**config.mk**
```make
export PLATFORM = sky130hd
export DESIGN_NAME = nn_param_loader
export DESIGN_NICKNAME = d
export VERILOG_FILES = /design/src/rtl/nn_param_loader.sv
export SDC_FILE = /design/constraint.sdc
export NUM_CORES = 1
export LEC_CHECK = 0
export CAP_MARGIN = 20
export CORE_MARGIN = 2
export CORE_UTILIZATION = 55
export DETAILED_ROUTE_END_ITERATION = 6
export HOLD_SLACK_MARGIN = 0.12
export PLACE_DENSITY = 0.81
export SETUP_SLACK_MARGIN = 0.15
export SLEW_MARGIN = 15
export SYNTH_ARGS = -nofsm -noshare
export SYNTH_HDL_FRONTEND = slang
export SYNTH_SLANG_ARGS = --single-unit
```
**constraint.sdc**
```tcl
create_clock -name clk -period 2.4 [get_ports clk]
set_input_delay 0.48 -clock clk [delete_from_list [all_inputs] [get_ports clk]]
set_output_delay 0.48 -clock clk [all_outputs]
set_load 0.01 [all_outputs]
```
**src/rtl/nn_param_loader.sv**
```systemverilog
// Byte-command sequencer: decodes header/length/payload into one-hot SIPO shift enables,
// 2-bit parameter chunks, input bytes and timed nn_ce evaluation pulses.
module nn_param_loader #(
  parameter int unsigned STEP_CYCLES = 1,
  parameter int unsigned LEN_W       = 16
) (
  input  logic       clk,
  input  logic       rst_n,
  input  logic       cmd_valid,
  input  logic [7:0] cmd_data,
  output logic       cmd_ready,
  output logic [1:0] param_data,
  output logic [7:0] input_data,
  output logic       fifo_w_ce,
  output logic       fifo_beta_shift_ce,
  output logic       fifo_minus_teta_ce,
  output logic       fifo_BN_factor_ce,
  output logic       fifo_BN_addend_ce,
  output logic       fifo_inputs_ce,
  output logic       nn_ce,
  output logic       busy,
  output logic       done,
  output logic       err
);

  localparam int unsigned CNT_W = (STEP_CYCLES > 1) ? $clog2(STEP_CYCLES) : 1;

  localparam logic [2:0] TGT_INPUTS  = 3'd5;
  localparam logic [2:0] TGT_RUN     = 3'd6;
  localparam logic [2:0] TGT_ILLEGAL = 3'd7;

  typedef enum logic [2:0] {StIdle, StLenLo, StLenHi, StStream, StRun} state_e;

  state_e           state_q;
  logic [2:0]       target_q;
  logic [LEN_W-1:0] rem_q;
  logic [7:0]       len_lo_q;
  logic [7:0]       shift_q;
  logic [1:0]       pend_q;
  logic [CNT_W-1:0] step_q;
  logic [5:0]       ce_q;
  logic [1:0]       param_data_q;
  logic [7:0]       input_data_q;
  logic             nn_ce_q;
  logic             cmd_ready_q;
  logic             busy_q;
  logic             done_q;
  logic             err_q;

  logic             accept;
  logic [15:0]      len_full;
  logic [5:0]       tgt_onehot;

  assign accept     = cmd_valid && cmd_ready_q;
  assign len_full   = {cmd_data, len_lo_q};
  assign tgt_onehot = 6'b000001 << target_q;

  always_ff @(posedge clk) begin
    if (!rst_n) begin
      state_q      <= StIdle;
      target_q     <= '0;
      rem_q        <= '0;
      len_lo_q     <= '0;
      shift_q      <= '0;
      pend_q       <= '0;
      step_q       <= '0;
      ce_q         <= '0;
      param_data_q <= '0;
      input_data_q <= '0;
      nn_ce_q      <= 1'b0;
      cmd_ready_q  <= 1'b1;
      busy_q       <= 1'b0;
      done_q       <= 1'b0;
      err_q        <= 1'b0;
    end else begin
      // Enables and done are single-cycle unless re-asserted below
      ce_q    <= '0;
      nn_ce_q <= 1'b0;
      done_q  <= 1'b0;
      unique case (state_q)
        StIdle: begin
          if (accept) begin
            if (cmd_data[2:0] == TGT_ILLEGAL) begin
              err_q <= 1'b1;
            end else begin
              target_q <= cmd_data[2:0];
              state_q  <= StLenLo;
              busy_q   <= 1'b1;
            end
          end
        end
        StLenLo: begin
          if (accept) begin
            len_lo_q <= cmd_data;
            state_q  <= StLenHi;
          end
        end
        StLenHi: begin
          if (accept) begin
            if (len_full == 16'd0) begin
              state_q <= StIdle;
              done_q  <= 1'b1;
              busy_q  <= 1'b0;
            end else if (target_q == TGT_RUN) begin
              // First evaluation pulse coincides with the first RUN cycle
              state_q     <= StRun;
              cmd_ready_q <= 1'b0;
              nn_ce_q     <= 1'b1;
              rem_q       <= LEN_W'(len_full) - LEN_W'(1);
              step_q      <= '0;
            end else begin
              state_q <= StStream;
              rem_q   <= LEN_W'(len_full);
              pend_q  <= '0;
            end
          end
        end
        StStream: begin
          if (target_q == TGT_INPUTS) begin
            if (accept) begin
              ce_q         <= tgt_onehot;
              input_data_q <= cmd_data;
              rem_q        <= rem_q - LEN_W'(1);
              if (rem_q == LEN_W'(1)) cmd_ready_q <= 1'b0;
            end else if (rem_q == '0) begin
              state_q     <= StIdle;
              done_q      <= 1'b1;
              cmd_ready_q <= 1'b1;
              busy_q      <= 1'b0;
            end
          end else if (pend_q != 2'd0) begin
            ce_q         <= tgt_onehot;
            param_data_q <= shift_q[7:6];
            shift_q      <= {shift_q[5:0], 2'b00};
            pend_q       <= pend_q - 2'd1;
            // Reopen during the last chunk so the next byte follows without a gap
            cmd_ready_q  <= (pend_q == 2'd1) && (rem_q != '0);
          end else if (accept) begin
            ce_q         <= tgt_onehot;
            param_data_q <= cmd_data[7:6];
            shift_q      <= {cmd_data[5:0], 2'b00};
            pend_q       <= 2'd3;
            rem_q        <= rem_q - LEN_W'(1);
            cmd_ready_q  <= 1'b0;
          end else if (rem_q == '0) begin
            state_q     <= StIdle;
            done_q      <= 1'b1;
            cmd_ready_q <= 1'b1;
            busy_q      <= 1'b0;
          end
        end
        StRun: begin
          if (rem_q == '0) begin
            state_q     <= StIdle;
            done_q      <= 1'b1;
            cmd_ready_q <= 1'b1;
            busy_q      <= 1'b0;
          end else if (step_q == CNT_W'(STEP_CYCLES - 1)) begin
            nn_ce_q <= 1'b1;
            rem_q   <= rem_q - LEN_W'(1);
            step_q  <= '0;
          end else begin
            step_q <= step_q + CNT_W'(1);
          end
        end
        default: state_q <= StIdle;
      endcase
    end
  end

  assign cmd_ready          = cmd_ready_q;
  assign param_data         = param_data_q;
  assign input_data         = input_data_q;
  assign fifo_w_ce          = ce_q[0];
  assign fifo_beta_shift_ce = ce_q[1];
  assign fifo_minus_teta_ce = ce_q[2];
  assign fifo_BN_factor_ce  = ce_q[3];
  assign fifo_BN_addend_ce  = ce_q[4];
  assign fifo_inputs_ce     = ce_q[5];
  assign nn_ce              = nn_ce_q;
  assign busy               = busy_q;
  assign done               = done_q;
  assign err                = err_q;

endmodule
```
port_trees.png
Bar = 20 um.
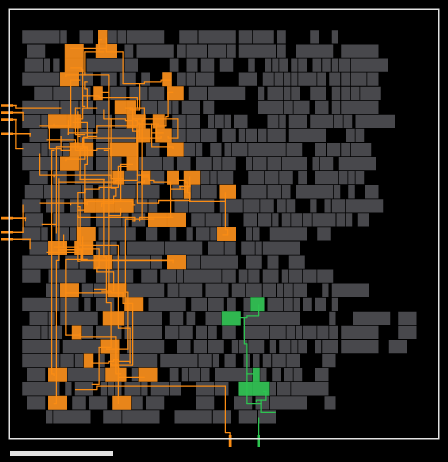
Key: green = cmd_valid [bits 1, direction input, edge bottom, end cells 5, buffers 2, wire 40.4 um]; orange = cmd_data [bits 8, direction input, edge 7 left, 1 bottom, end cells 51, buffers 24, wire 1,040 um]

floorplan.png
Bar = 20 um. Pins as bars on the die edge.
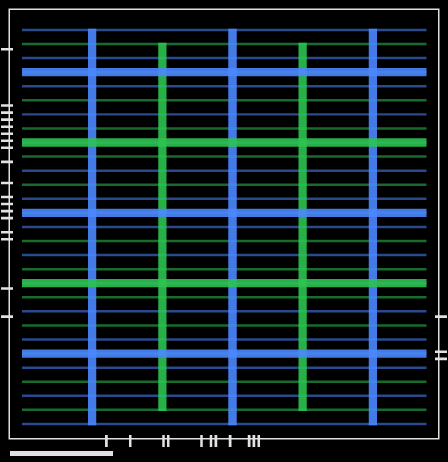
Key: blue = VSS; green = VDD
32 signal pins sit on the boundary. 29 met1 rails follow the rows. The core has 28 rows. 5 straps on met4.
Vert. Die Dim: 82.7 um
Worst VDD drop: 0.487 mV

congestion_map.png
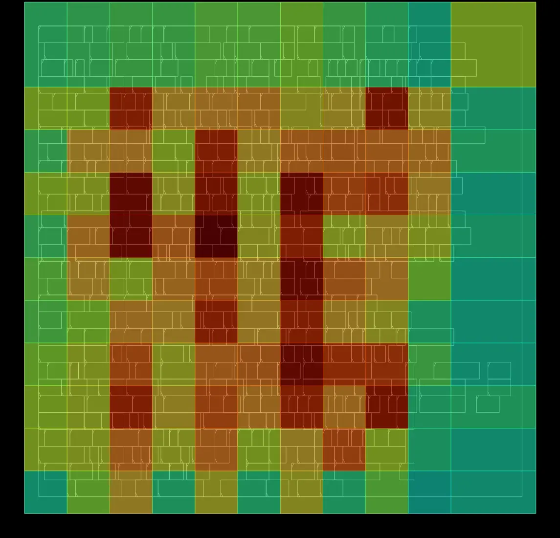
All-Layer GR Usage: 0.302
WL/cell: 18.0 um
met2 Use GR: 0.499
GRT met3 Usage: 0.0663

-- synthesized netlist by cell type (all sizes together), types with 8 or more instances --
| master | n | area share |
|---|---|---|
| a21oi | 18 | 0.026 |
| buf | 8 | 0.014 |
| clkbuf | 24 | 0.028 |
| dfxtp | 59 | 0.35 |
| inv | 10 | 0.011 |
| mux2i | 25 | 0.073 |
| nand2 | 28 | 0.031 |
| nand3 | 16 | 0.023 |
| nor2 | 40 | 0.044 |
| nor3 | 16 | 0.023 |
| nor4 | 13 | 0.028 |
| o21ai | 21 | 0.031 |
-- state kept, by name (all words and copies together), names as in the netlist --
name	flops
shift_q	6
cmd_ready	1
pend_q	2
len_lo_q	8
ce_q	6
err	1
input_data	8
rem_q	16
busy	1
target_q	3
state_q	3
param_data	2
nn_ce	1
done	1
-- report_power, final --
part / internal [mW] / total, mW / switching (mW)
clock: 0.495 / 0.961 / 0.466
sequential: 1.00 / 1.04 / 0.0399
combinational: 0.169 / 0.378 / 0.209
-- per-stage QoR --
step                      setup slack, ns  instance area (um^2)
final                               0.187                  4250
after global routing                0.147                  4250
after CTS                           0.195                  4210
after detailed placement           -0.187                  4000
after global placement            -0.0368                  4000
after floorplan                     0.322                  3410
-- worst paths after layout --
| kind | end | depth (start not counted) |
|---|---|---|
| setup reg to reg | rem_q[14]$_SDFFE_PN0P_ | 5 |
| setup / recovery | rem_q[12]$_SDFFE_PN0P_ | 6 |
| hold reg to reg | err$_SDFFE_PN0P_ | 1 |
| hold / removal | err$_SDFFE_PN0P_ | 1 |
-- final cells by class --
class / count / area share
clock buffers: 9 / 0.0291
clock inverters: 7 / 0.0191
inverters: 10 / 0.00883
multi-input cells: 309 / 0.489
flip-flops and latches: 59 / 0.278
well taps: 75 / 0.0221
repair buffers: 77 / 0.154
==> results.json <==
{
  "synthAoiAreaFrac": 0.204,
  "fmax_mhz": 452,
  "row_count": 28,
  "wl_met1_mm": 4.13,
  "ys_async_sr_fraction": 0,
  "total_power_mw": 2.38,
  "antenna_cells": 0,
  "wl_met2_mm": 4.76,
  "layout_min_cycle_time_ns": 2.21,
  "fp_util": 0.572,
  "grt_max_degree": 26,
  "drive_gt1_frac": 0.174,
  "r2r_setup_slack_ns": 0.22,
  "hold_ws_ns": 0.466,
  "status": "finished clean",
  "nFillCells": 433,
  "wl_met3_um": 743,
  "ctsLongestPathBuffers": 2,
  "syn_avg_cell_area_um2": 8.30,
  "grt.overflow.total": 0,
  "ys_top_logic_family": "simple AND/OR/NAND/NOR gates",
  "critical-path-slowest-cell": "clkdlybuf4s50_1",
  "ff_type": "dfxtp_1",
  "cts_setup_buffers": 0
}
